Figure 1. Cell density map (run 1).
The die is cut into 11 by 12 equal tiles; white is low, dark blue is high, 0 to 100% covered.
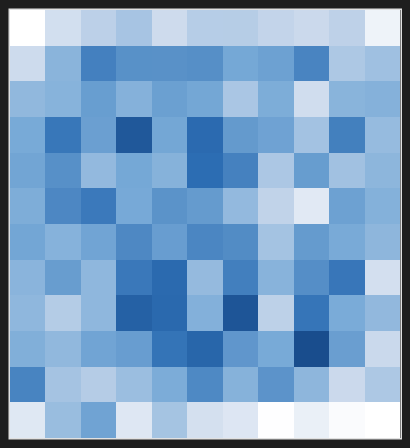
Figure 2. Placement by cell class (run 1).
The bar under the picture is 20 um long. Fill, decap, tap and diode cells in gray.
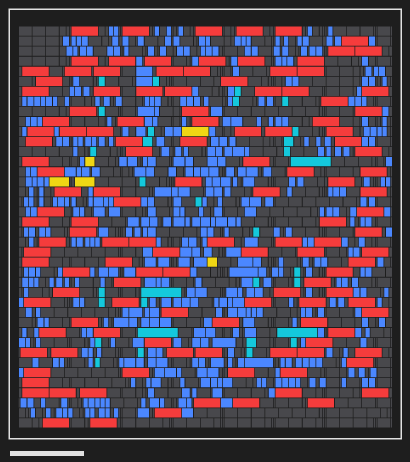
Figure 3. M1 wires (run 1).
Supply wires on this layer in gray.
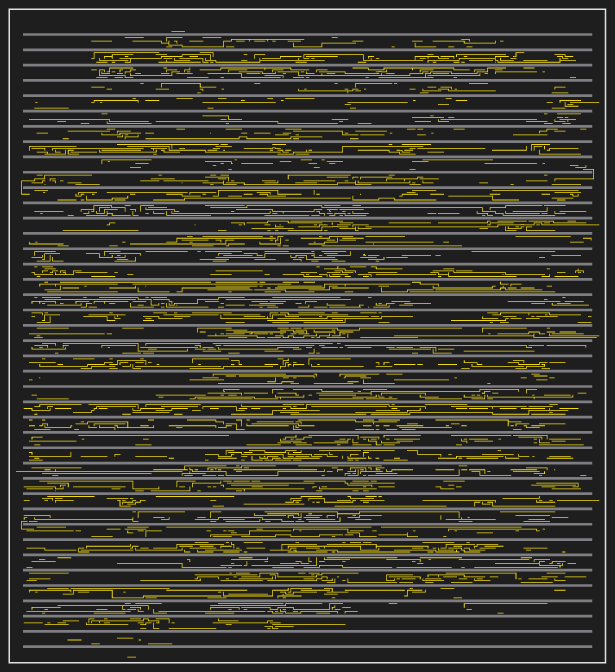
File: config.mk
export PLATFORM = sky130hd
export DESIGN_NAME = fetch_stage
export DESIGN_NICKNAME = d
export VERILOG_FILES = /design/src/rtl/fetch_pkg.sv /design/src/rtl/if_id_reg.sv /design/src/rtl/fetch_stage.sv
export SDC_FILE = /design/constraint.sdc
export NUM_CORES = 1
export LEC_CHECK = 0
export CAP_MARGIN = 20
export CORE_ASPECT_RATIO = 1.1
export CORE_MARGIN = 2
export CORE_UTILIZATION = 50
export CTS_BUF_LIST = sky130_fd_sc_hd__clkbuf_2
export DETAILED_ROUTE_END_ITERATION = 12
export DONT_BUFFER_PORTS = 1
export PLACE_DENSITY_LB_ADDON = 0.08
export SKIP_LAST_GASP = 1
export SYNTH_ARGS = -nofsm -noshare
export SYNTH_HDL_FRONTEND = slang
export SYNTH_SLANG_ARGS = --single-unit
export TNS_END_PERCENT = 50
File: constraint.sdc
create_clock -name clk -period 5.3 [get_ports clk]
set_input_delay 1.06 -clock clk [delete_from_list [all_inputs] [get_ports clk]]
set_output_delay 1.06 -clock clk [all_outputs]
set_load 0.005 [all_outputs]
File: src/rtl/fetch_pkg.sv
// fetch_pkg: shared types and constants for the RV32IM instruction-fetch stage.
//   fetch_state_e : fetch FSM state (RUN, HALT, FAULT), 2-bit encoding
//   NOP_INSTR     : canonical NOP (addi x0, x0, 0) held in IF/ID after reset
//   PC_STEP       : sequential PC increment in bytes
//   is_aligned    : true when a byte address is on a 32-bit word boundary
package fetch_pkg;

    typedef enum logic [1:0] {
        RUN   = 2'd0,
        HALT  = 2'd1,
        FAULT = 2'd2
    } fetch_state_e;

    localparam logic [31:0] NOP_INSTR = 32'h0000_0013;
    localparam logic [31:0] PC_STEP   = 32'd4;

    function automatic logic is_aligned(input logic [31:0] addr);
        return addr[1:0] == 2'b00;
    endfunction

endpackage

File: src/rtl/if_id_reg.sv
// if_id_reg: IF/ID pipeline register between fetch and decode.
// Ports:
//   clk, rst     : clock and synchronous active-high reset
//   load         : capture fetch_instr/fetch_pc and mark the slot valid
//   flush        : drop the held instruction (wins over load and consume)
//   consume      : decode took the held instruction; clears valid unless reloaded
//   fetch_instr  : instruction word from instruction memory
//   fetch_pc     : PC of fetch_instr
//   id_valid     : slot holds a valid instruction
//   id_instr     : held instruction (NOP after reset)
//   id_pc        : PC of the held instruction
module if_id_reg
    import fetch_pkg::*;
(
    input  logic        clk,
    input  logic        rst,
    input  logic        load,
    input  logic        flush,
    input  logic        consume,
    input  logic [31:0] fetch_instr,
    input  logic [31:0] fetch_pc,
    output logic        id_valid,
    output logic [31:0] id_instr,
    output logic [31:0] id_pc
);

    always_ff @(posedge clk) begin
        if (rst) begin
            id_valid <= 1'b0;
            id_instr <= NOP_INSTR;
            id_pc    <= 32'h0;
        end else if (flush) begin
            // Contents are left as-is; only the valid flag matters after a flush.
            id_valid <= 1'b0;
        end else if (load) begin
            id_valid <= 1'b1;
            id_instr <= fetch_instr;
            id_pc    <= fetch_pc;
        end else if (consume) begin
            id_valid <= 1'b0;
        end
    end

endmodule

File: src/rtl/fetch_stage.sv
// fetch_stage: instruction-fetch stage of the RV32IM core.
// Holds the PC, addresses a combinational instruction memory and hands the
// fetched word to decode through the IF/ID register with a valid/ready handshake.
// Ports:
//   clk, rst        : clock and synchronous active-high reset
//   imem_addr       : byte address to instruction memory (low bits of pc)
//   imem_data       : instruction word returned combinationally for imem_addr
//   redirect_valid  : load redirect_pc and flush IF/ID this cycle
//   redirect_pc     : redirect target (misaligned target enters FAULT)
//   halt_req        : stop fetching after this cycle (RUN only)
//   id_ready        : decode accepts id_* this cycle
//   id_valid/id_instr/id_pc : registered instruction handed to decode
//   halted          : fetch is in HALT
//   fault           : fetch is in FAULT
//   fault_pc        : last misaligned redirect target
module fetch_stage
    import fetch_pkg::*;
#(
    parameter int unsigned ADDR_WIDTH = 8,
    parameter logic [31:0] RESET_PC   = 32'h0000_0000
) (
    input  logic                  clk,
    input  logic                  rst,
    output logic [ADDR_WIDTH-1:0] imem_addr,
    input  logic [31:0]           imem_data,
    input  logic                  redirect_valid,
    input  logic [31:0]           redirect_pc,
    input  logic                  halt_req,
    input  logic                  id_ready,
    output logic                  id_valid,
    output logic [31:0]           id_instr,
    output logic [31:0]           id_pc,
    output logic                  halted,
    output logic                  fault,
    output logic [31:0]           fault_pc
);

    fetch_state_e state_q;
    logic [31:0]  pc_q;
    logic [31:0]  fault_pc_q;
    logic         slot_free;
    logic         do_fetch;
    logic         consume;

    // Upper PC bits simply alias onto the small memory.
    assign imem_addr = pc_q[ADDR_WIDTH-1:0];

    assign slot_free = !id_valid || id_ready;
    assign do_fetch  = (state_q == RUN) && !redirect_valid && !halt_req && slot_free;
    assign consume   = id_valid && id_ready;

    always_ff @(posedge clk) begin
        if (rst) begin
            state_q    <= RUN;
            pc_q       <= RESET_PC;
            fault_pc_q <= 32'h0;
        end else if (redirect_valid) begin
            pc_q <= redirect_pc;
            if (is_aligned(redirect_pc)) begin
                state_q <= RUN;
            end else begin
                state_q    <= FAULT;
                fault_pc_q <= redirect_pc;
            end
        end else begin
            unique case (state_q)
                RUN: begin
                    if (halt_req) begin
                        // pc already names the next instruction to fetch
                        state_q <= HALT;
                    end else if (slot_free) begin
                        pc_q <= pc_q + PC_STEP;
                    end
                end
                HALT:    ;
                FAULT:   ;
                default: state_q <= RUN;
            endcase
        end
    end

    assign halted   = (state_q == HALT);
    assign fault    = (state_q == FAULT);
    assign fault_pc = fault_pc_q;

    if_id_reg u_if_id_reg (
        .clk         (clk),
        .rst         (rst),
        .load        (do_fetch),
        .flush       (redirect_valid),
        .consume     (consume),
        .fetch_instr (imem_data),
        .fetch_pc    (pc_q),
        .id_valid    (id_valid),
        .id_instr    (id_instr),
        .id_pc       (id_pc)
    );

endmodule

==> flow_summary.json, run 1 <==
{
  "lay_top_cells": "nand2_1 (146), dfxtp_1 (131), a21oi_1 (98), o21ai_0 (71), nor2_1 (28)",
  "status": "finished, final reports clean",
  "pg_comb_uw": 144,
  "dominant_cells": "multi-input combinational cells",
  "cts_root_buf": "clkbuf_2",
  "wl_met3_um": 1750,
  "flop-count": 131,
  "netlist_area_um2": 5690,
  "num-multi-input-gates": 507,
  "final-clk-cell-share_pct": 4.45,
  "layout.nets": 743,
  "worst_ir_drop_vdd_v": 0.000172,
  "use_met3_pct": 11.3,
  "nClkBuffers": 20,
  "yosys-stat-area_um2": 5690,
  "final_max_slew_viol_count": 0,
  "buf_share_pct": 1.11,
  "logic_family": "simple AND/OR/NAND/NOR gates",
  "synth_cell_types": 48,
  "io_buffers": 0,
  "dpl_worst_slack_ns": 2.29,
  "reg2reg_depth": 4,
  "critical-path-top-delay-family": "simple AND/OR/NAND/NOR gates",
  "dr.pass1.iters": 8,
  "seq_area_share_pct": 44.6,
  "warnings": 30,
  "ios": 176,
  "grt_pass1_vias": 4624,
  "p_sw_uw": 513,
  "p_sw_share_pct": 26.8,
  "drtIter0Drc": 508,
  "total_power_uw": 1910,
  "rows": 40,
  "postSynthAreaPerCell_um2": 7.93,
  "fp.dieH_um": 116,
  "yosysWarningCount": 0,
  "num_vias": 5113,
  "clk-power_uw": 673,
  "max_clock_freq_mhz": 416,
  "seq_cell_power_uw": 1100,
  "nWellTaps": 147,
  "fp_util_pct": 51.7,
  "rsz0062_at_grt": "no",
  "clock_path_buffers": 2,
  "setup_violations": 0,
  "comb-cell-share_pct": 46.2,
  "tightest_slew_ns": 0.866,
  "reg2reg_slack_ns": 2.90,
  "grt_util_met1_pct": 33.1
}
About Figure 1:
nearly empty tiles = 2.3%
tiles over 75% full = 6.8%
mean over tiles = 47%
fullest tile = 88%

About Figure 2:
yellow -> other buffers and delay cells  # cells 5, share of their area 1.1%
blue -> all other logic  # cells 515, share of their area 48%
cyan -> clock drivers and dummy loads  # cells 31, share of their area 4.6%
red -> flip-flops  # cells 131, share of their area 46%

About Figure 3:
longest straight run = 36.3 um
wire length on this layer = 6980 um
nets with wire on the layer = 695
main direction = horizontal

Figure 4. Track usage over the die (run 1).
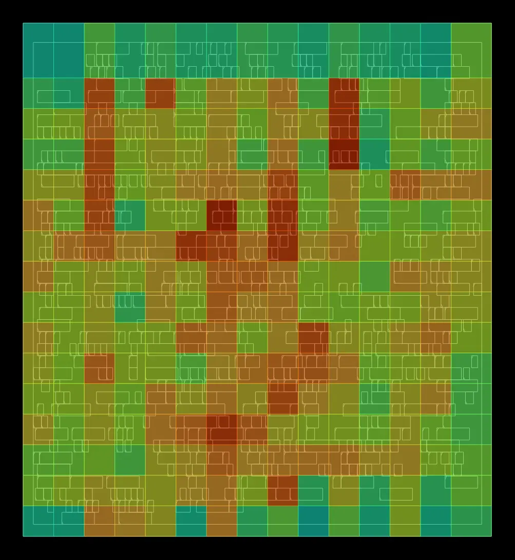

==> inputs of run 2 (changes only) <==
clock period = 2.4 ns   (was 5.3 ns; I/O delays follow)
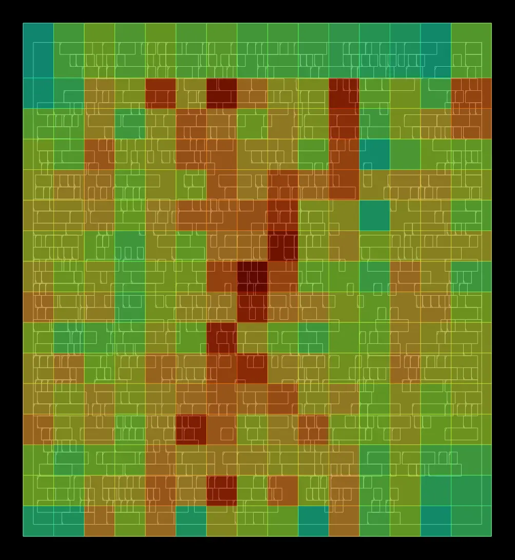
Figure 5: run 2, track usage over the die.
end-of-flow core utilization: 60.3%
routed length per placed instance: 18.7 um

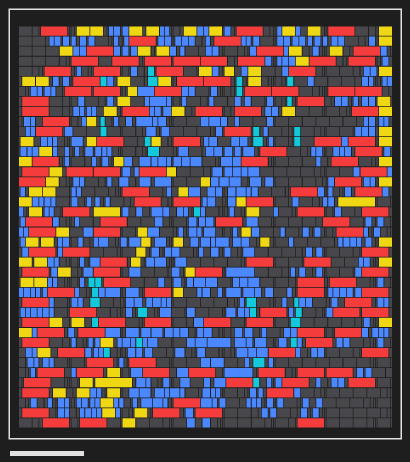
Figure 6: run 2, placement by cell class.
The bar under the picture is 20 um long. Fill, decap, tap and diode cells in gray.
cyan -> clock drivers and dummy loads  # cells 32, share of their area 2.8%
red -> flip-flops  # cells 131, share of their area 41%
yellow -> other buffers and delay cells  # cells 91, share of their area 14%
blue -> all other logic  # cells 515, share of their area 43%

==> run 2 against run 1 <==
  * Sequential cell count unchanged
  * Sequential power increased by 120%
  * Combinational power increased to 3.6 times the previous value
  * First-iteration DRC count decreased by 19%
  * Die area unchanged
  * Synthesized area unchanged
  * Setup slack got worse by 2.6 ns
  * Clock power increased by about 60%
  * Critical path depth increased by 2
==> flow_summary.json, run 2 <==
{
  "status": "finished, final reports clean",
  "clock_path_buffers": 2,
  "rsz0062_at_grt": "no",
  "setup_violations": 0,
  "final_max_slew_viol_count": 0,
  "postSynthAreaPerCell_um2": 7.93,
  "seq_area_share_pct": 39.5,
  "max_clock_freq_mhz": 467,
  "warnings": 30,
  "yosys-stat-area_um2": 5690,
  "num-multi-input-gates": 507,
  "drtIter0Drc": 413,
  "reg2reg_depth": 6,
  "wl_met3_um": 1640,
  "lay_top_cells": "nand2_1 (146), dfxtp_1 (131), a21oi_1 (98), o21ai_0 (71), dlygate4sd3_1 (69)",
  "use_met3_pct": 7.59,
  "yosysWarningCount": 0,
  "fp_util_pct": 51.7,
  "p_sw_share_pct": 31.1,
  "total_power_uw": 4010,
  "synth_cell_types": 48,
  "rows": 40,
  "io_buffers": 0,
  "reg2reg_slack_ns": 0.26,
  "nClkBuffers": 17,
  "cts_root_buf": "clkbuf_2",
  "final-clk-cell-share_pct": 2.70,
  "dominant_cells": "multi-input combinational cells",
  "netlist_area_um2": 5690,
  "dpl_worst_slack_ns": 0.318,
  "p_sw_uw": 1250,
  "dr.pass1.iters": 5,
  "flop-count": 131,
  "fp.dieH_um": 116,
  "worst_ir_drop_vdd_v": 0.000321,
  "buf_share_pct": 13.7,
  "nWellTaps": 147
}
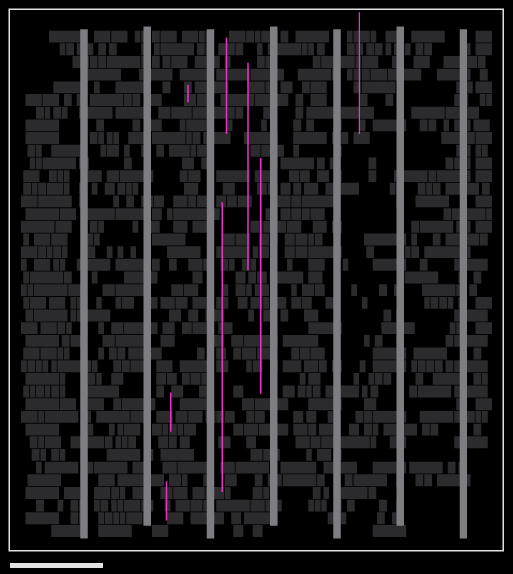
Figure 7: run 2, signal wires on met4.
The bar under the picture is 20 um long. Supply wires on this layer in gray. Cells faint in the background.
share of all routed wire = 1.3%
wire length on this layer = 222 um
nets with wire on the layer = 5
main direction = vertical
longest straight run = 61.9 um

Power and IR drop assume default switching activity.
